<file path="src/rtl/mem_access_unit_pkg.sv">
// Shared definitions for the memory-stage load/store unit: FSM encoding,
// control-bit positions, byte-enable constants and lane helpers.
package mem_pkg;

  localparam logic [1:0] ST_IDLE = 2'd0;
  localparam logic [1:0] ST_BUSY = 2'd1;
  localparam logic [1:0] ST_DONE = 2'd2;

  // Bit positions of the memory/writeback control bits in the ex_mem control word
  localparam int MEMTOREG = 3;
  localparam int MEMREAD  = 4;
  localparam int MEMWRITE = 5;
  localparam int REGWRITE = 6;

  localparam logic [3:0] BE_NONE = 4'b0000;
  localparam logic [3:0] BE_WORD = 4'b1111;

  typedef struct packed {
    logic       is_load;
    logic       is_byte;
    logic       is_unsigned;
    logic [1:0] lane;
  } req_ctrl_t;

  function automatic logic [3:0] lane_be(input logic [1:0] lane);
    return 4'b0001 << lane;
  endfunction

  function automatic logic [31:0] replicate_byte(input logic [7:0] b);
    return {4{b}};
  endfunction

endpackage

</file>
<file path="src/rtl/mem_access_unit_if.sv">
// Request/ready data-memory bus between the load/store unit (master)
// and the data memory (slave).
interface mem_access_unit_if #(
  parameter int ADDR_W = 32
);
  logic              memReq;
  logic              memWe;
  logic [ADDR_W-1:0] memAddr;
  logic [31:0]       memWdata;
  logic [3:0]        memBe;
  logic              memReady;
  logic [31:0]       memRdata;

  modport master (
    output memReq, memWe, memAddr, memWdata, memBe,
    input  memReady, memRdata
  );

  modport slave (
    input  memReq, memWe, memAddr, memWdata, memBe,
    output memReady, memRdata
  );
endinterface

</file>
<file path="src/rtl/mem_access_unit_load_extend.sv">
// Combinational load formatter: selects a byte lane and sign/zero-extends it,
// or passes the whole word through for word loads.
module load_extend (
  input  logic [31:0] rdata,
  input  logic [1:0]  lane,
  input  logic        is_byte,
  input  logic        is_unsigned,
  output logic [31:0] result
);

  logic [7:0] lane_byte;

  always_comb begin
    case (lane)
      2'd0:    lane_byte = rdata[7:0];
      2'd1:    lane_byte = rdata[15:8];
      2'd2:    lane_byte = rdata[23:16];
      default: lane_byte = rdata[31:24];
    endcase

    if (!is_byte) begin
      result = rdata;
    end else if (is_unsigned) begin
      result = {24'd0, lane_byte};
    end else begin
      result = {{24{lane_byte[7]}}, lane_byte};
    end
  end

endmodule

</file>
<file path="src/rtl/mem_access_unit.sv">
// Memory-stage load/store unit: drives the data-memory handshake, freezes the
// pipeline while an access is outstanding and formats load results for mem_wb.
module mem_access_unit
  import mem_pkg::*;
#(
  parameter int ADDR_W  = 32,
  parameter int TIMEOUT = 255,
  parameter int TO_W    = 8
) (
  input  logic                clock,
  input  logic                reset,
  input  logic [ADDR_W-1:0]   inResult,
  input  logic [31:0]         inWriteData,
  input  logic                inMemRead,
  input  logic                inMemWrite,
  input  logic                inByte,
  input  logic                inUnsigned,
  mem_access_unit_if.master   mem,
  output logic [31:0]         outReadData,
  output logic                outStall,
  output logic                outMisaligned,
  output logic                outBusError
);

  logic [1:0]        state;
  logic [TO_W-1:0]   count;
  req_ctrl_t         ctrl;
  logic              req_q;
  logic              we_q;
  logic [ADDR_W-1:0] addr_q;
  logic [31:0]       wdata_q;
  logic [3:0]        be_q;
  logic [31:0]       read_data_q;
  logic              bus_err_q;
  logic [31:0]       ext_data;

  logic request;
  logic misaligned;
  logic start_access;

  assign request      = inMemRead | inMemWrite;
  assign misaligned   = ~inByte & (inResult[1:0] != 2'b00);
  assign start_access = (state == ST_IDLE) & request & ~misaligned;

  assign outStall      = start_access | (state == ST_BUSY);
  assign outMisaligned = (state == ST_IDLE) & request & misaligned;
  assign outBusError   = bus_err_q;
  assign outReadData   = read_data_q;

  assign mem.memReq   = req_q;
  assign mem.memWe    = we_q;
  assign mem.memAddr  = addr_q;
  assign mem.memWdata = wdata_q;
  assign mem.memBe    = be_q;

  // Lane/extension controls are captured at request time so the result does
  // not depend on the frozen ex_mem register staying perfectly stable.
  load_extend u_load_extend (
    .rdata       (mem.memRdata),
    .lane        (ctrl.lane),
    .is_byte     (ctrl.is_byte),
    .is_unsigned (ctrl.is_unsigned),
    .result      (ext_data)
  );

  always_ff @(posedge clock) begin
    if (reset) begin
      state       <= ST_IDLE;
      count       <= '0;
      ctrl        <= '0;
      req_q       <= 1'b0;
      we_q        <= 1'b0;
      addr_q      <= '0;
      wdata_q     <= '0;
      be_q        <= BE_NONE;
      read_data_q <= '0;
      bus_err_q   <= 1'b0;
    end else begin
      case (state)
        ST_IDLE: begin
          bus_err_q <= 1'b0;
          if (request && misaligned) begin
            read_data_q <= '0;
          end else if (request) begin
            addr_q           <= {inResult[ADDR_W-1:2], 2'b00};
            wdata_q          <= inByte ? replicate_byte(inWriteData[7:0]) : inWriteData;
            be_q             <= inByte ? lane_be(inResult[1:0]) : BE_WORD;
            we_q             <= inMemWrite;
            req_q            <= 1'b1;
            count            <= '0;
            ctrl.is_load     <= inMemRead & ~inMemWrite;
            ctrl.is_byte     <= inByte;
            ctrl.is_unsigned <= inUnsigned;
            ctrl.lane        <= inResult[1:0];
            state            <= ST_BUSY;
          end
        end

        ST_BUSY: begin
          if (mem.memReady) begin
            if (ctrl.is_load) begin
              read_data_q <= ext_data;
            end
            req_q <= 1'b0;
            we_q  <= 1'b0;
            state <= ST_DONE;
          end else if (count == TO_W'(TIMEOUT - 1)) begin
            req_q       <= 1'b0;
            we_q        <= 1'b0;
            read_data_q <= '0;
            bus_err_q   <= 1'b1;
            state       <= ST_DONE;
          end else begin
            count <= count + 1'b1;
          end
        end

        // One unstalled cycle lets the frozen instruction advance into mem_wb.
        ST_DONE: begin
          bus_err_q <= 1'b0;
          state     <= ST_IDLE;
        end

        default: begin
          state <= ST_IDLE;
        end
      endcase
    end
  end

endmodule
</file>
<file path="src/flat_wrapper.sv">
// flat-port wrapper written by rule: the top's interface ports become plain ports
module mem_access_unit_flat import mem_pkg::*;
#(
  parameter int ADDR_W  = 32,
  parameter int TIMEOUT = 255,
  parameter int TO_W    = 8
)
  (clock, reset, inResult, inWriteData, inMemRead, inMemWrite, inByte, inUnsigned, outReadData, outStall, outMisaligned, outBusError, mem_memReq, mem_memWe, mem_memAddr, mem_memWdata, mem_memBe, mem_memReady, mem_memRdata);
  mem_access_unit_if #(.ADDR_W(ADDR_W)) mem_i ();
  input  logic clock;
  input  logic reset;
  input  logic [ADDR_W-1:0] inResult;
  input  logic [31:0] inWriteData;
  input  logic inMemRead;
  input  logic inMemWrite;
  input  logic inByte;
  input  logic inUnsigned;
  output logic [31:0] outReadData;
  output logic outStall;
  output logic outMisaligned;
  output logic outBusError;
  output wire logic [$bits(mem_i.memReq)-1:0] mem_memReq;
  output wire logic [$bits(mem_i.memWe)-1:0] mem_memWe;
  output wire logic [$bits(mem_i.memAddr)-1:0] mem_memAddr;
  output wire logic [$bits(mem_i.memWdata)-1:0] mem_memWdata;
  output wire logic [$bits(mem_i.memBe)-1:0] mem_memBe;
  input wire logic [$bits(mem_i.memReady)-1:0] mem_memReady;
  input wire logic [$bits(mem_i.memRdata)-1:0] mem_memRdata;
  assign mem_memReq = mem_i.memReq;
  assign mem_memWe = mem_i.memWe;
  assign mem_memAddr = mem_i.memAddr;
  assign mem_memWdata = mem_i.memWdata;
  assign mem_memBe = mem_i.memBe;
  assign mem_i.memReady = mem_memReady;
  assign mem_i.memRdata = mem_memRdata;
  mem_access_unit #(.ADDR_W(ADDR_W), .TIMEOUT(TIMEOUT), .TO_W(TO_W)) u_core (.clock(clock), .reset(reset), .inResult(inResult), .inWriteData(inWriteData), .inMemRead(inMemRead), .inMemWrite(inMemWrite), .inByte(inByte), .inUnsigned(inUnsigned), .mem(mem_i), .outReadData(outReadData), .outStall(outStall), .outMisaligned(outMisaligned), .outBusError(outBusError));
endmodule
</file>
<file path="config.mk">
export PLATFORM = sky130hd
export DESIGN_NAME = mem_access_unit_flat
export DESIGN_NICKNAME = d
export VERILOG_FILES = /design/src/rtl/mem_access_unit_pkg.sv /design/src/rtl/mem_access_unit_if.sv /design/src/rtl/mem_access_unit_load_extend.sv /design/src/rtl/mem_access_unit.sv /design/src/flat_wrapper.sv
export SDC_FILE = /design/constraint.sdc
export NUM_CORES = 1
export LEC_CHECK = 0
export CAP_MARGIN = 10
export CORE_MARGIN = 2
export CORE_UTILIZATION = 40
export DETAILED_ROUTE_END_ITERATION = 8
export GPL_TIMING_DRIVEN = 0
export PLACE_DENSITY = 0.79
export SLEW_MARGIN = 20
export SYNTH_ARGS = -nofsm -noshare
export SYNTH_HDL_FRONTEND = slang
export SYNTH_SLANG_ARGS = --single-unit
</file>
<file path="constraint.sdc">
create_clock -name clock -period 2.1 [get_ports clock]
set_input_delay 0.42 -clock clock [delete_from_list [all_inputs] [get_ports clock]]
set_output_delay 0.42 -clock clock [all_outputs]
set_load 0.02 [all_outputs]
</file>
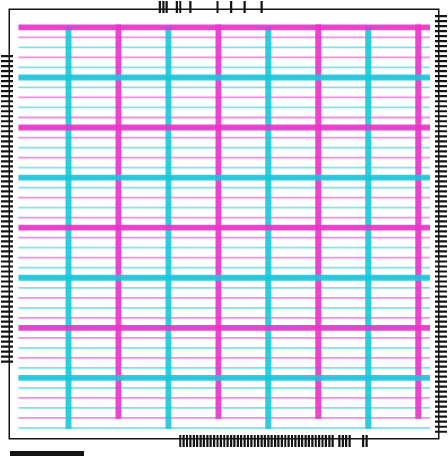
power_grid.png
The bar under the picture is 20 µm long. Pins as bars on the die edge.
| color | net |
|---|---|
| cyan | VSS |
| magenta | VDD |
met1 rails: 41
met4 straps: 8
rows: 40
signal pins: 208

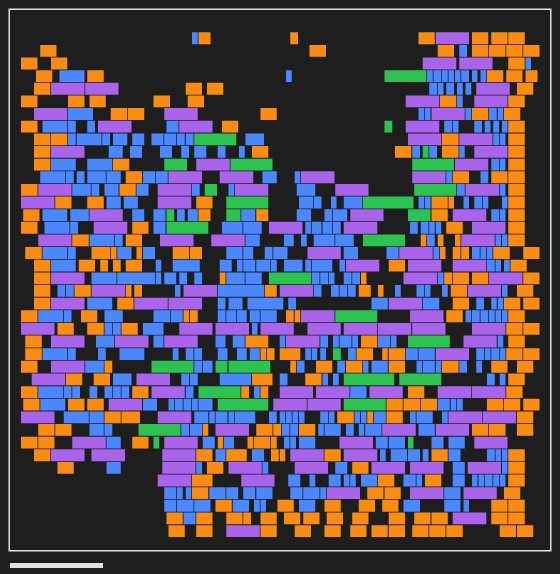
placement_by_type.png
The bar under the picture is 20 µm long.
| color | class | cells | share of their area |
|---|---|---|---|
| orange | remaining buffers and delay cells | 250 | 30% |
| blue | combinational and other logic | 381 | 33% |
| green | clock drivers and dummy loads | 31 | 7.7% |
| purple | sequential cells | 116 | 30% |

==> reports/qor.yml <==
synth:
  ys_chip_area_um2: 5040
  aoi_share_pct: 28.2
  top_cells_by_area: "dfxtp_1 (46%), a21oi_1 (7.9%), nand2_1 (6.6%)"
  yosys.area_share.simple_pct: 13.3
  edf_count: 0
  netlist_instances: 541
  synth_cell_type_count: 54
  logic_family: "AND-OR/OR-AND gates"
  ys_cells: 541
  synth_top_area_share_pct: 46.1
  flop_cell: "dfxtp_1"
  avgSynthCellArea_um2: 9.31
  yosys.area.top_type: "dfxtp_1"
  async_flop_share_pct: 0
  ys_warn_count: 0
  numSynthFlops: 116
  xor_area_share_pct: 0
  top_cells_by_count: "dfxtp_1 (116), nand2_1 (88), a21oi_1 (80)"
  ys_sh_adder_pct: 0.497
  ys_sh_mux_pct: 6.98
final_timing:
  post-route-min-period_ns: 1.97
  worst_pin_slew_ns: 0.782
  slew_violations: 0
  worst_slack_ns: 0.135
  setup_viol: 0
  finalHoldViolations: 0
  fmax_mhz: 509
  clock_skew_ns: 0.0161
  rsz0062_at_grt: "false"
  slew_headroom_pct: 47.8
  holdWs_ns: 0.398
  fin_setup_tns_ns: 0
cells_and_area:
  bufAreaShareNonClock_pct: 28.8
  sh_comb_area_pct: 31.5
  seq_cells: 116
  nets: 871
  seq_share_pct: 29.3
  logic_gates: 375
  lay_top_cells: "clkdlybuf4s50_1 (198), dfxtp_1 (116), nand2_1 (87)"
  area_share_clock_buf_inv_pct: 7.48
  logic_area_um2: 2500
  final_common_cell: "clkdlybuf4s50_1"
  final_area_um2: 7930
  n_antenna_cell: 1
  nClkBuffers: 22
  areaGrowthSynthToFinish_pct: 57.4
  signal_buffers: 250
  flop_area_um2: 2320
  drive_gt1_share_pct: 12.3
  top_area_cell_class: "combinational gates"
power_and_ir_drop:
  top_power_group: "clock"
  power_density_nw_per_um2: 857
  p_clk_mw: 2.90
  p_switching_mw: 1.85
  p_clk_share_pct: 42.8
  leakage_nw: 2.99
  ir_worst_vdd_mv: 0.450
  p_comb_mw: 1.43
  pg_seq_mw: 2.46
  power.internal_mw: 4.94
  pwr-share-comb_pct: 21.0
  seqPwrFrac_pct: 36.2
worst_setup_path:
  cp-start-kind: "primary input"
  rr_worst_depth: 5
  arrival_ns: 2.25
  path_buffers: 3
  cp_slowest_stage_delay_ns: 0.60
  cp-end-kind: "register"
  r2r-end: "u_core.outReadData[17]"
  critPathTopFamily: "buffers and inverters"
  cp.depth: 5
  timing.rr.start: "u_core.state[1]"
  r2r_slack_ns: 0.31
  worstSetupPathType: "in2reg"
place:
  portBuffers: 204
  post_dp_cell_area_um2: 7290
  dp_hpwl_um: 12800
  place.gp.congestion: 0.849
  pre_cts_ws_ns: -0.549
  placed_cells: 914
clock_network:
  clk_pin_slew_ns: 0.05
  cts-root-buf: "clkbuf_16"
  cts_hold_buf: 0
  cts_made_buffers: 17
  cts_tree: "yes"
  clk_latency_ns: 0.41
  htreeDepth: 4
  post_cts_buffers: 0
route:
  wl_met2_um: 8430
  first_pass_iters: 4
  viasPerCell: 5.35
  initialDrtViolationCount: 331
  top_layer_used: "met4"
  drc: 0
  via_count: 5069
  wl_met3_um: 1640
global_route:
  top_usage_layer: "met2"
  grt_pass1_wl_um: 26600
  grt_use_met1_pct: 29.1
  overflow: 0
  grt_max_degree: 17
  grt_util_met2_pct: 45.3
  grt_pass1_vias: 5082
  use_met3_pct: 8.25
min_path:
  worst_hold_path.num_cells: 3
  holdCritStartpoint: "inMemWrite"
  hold_path_end: "u_core.mem.memWe"
run_status:
  status: "completed"
die:
  die_h_um: 116
  die_w_um: 116
  chipArea_um2: 13500
flow_run:
  maxCapViolations: 0
  warnings: 27
Power is estimated from default activity; no workload was simulated.
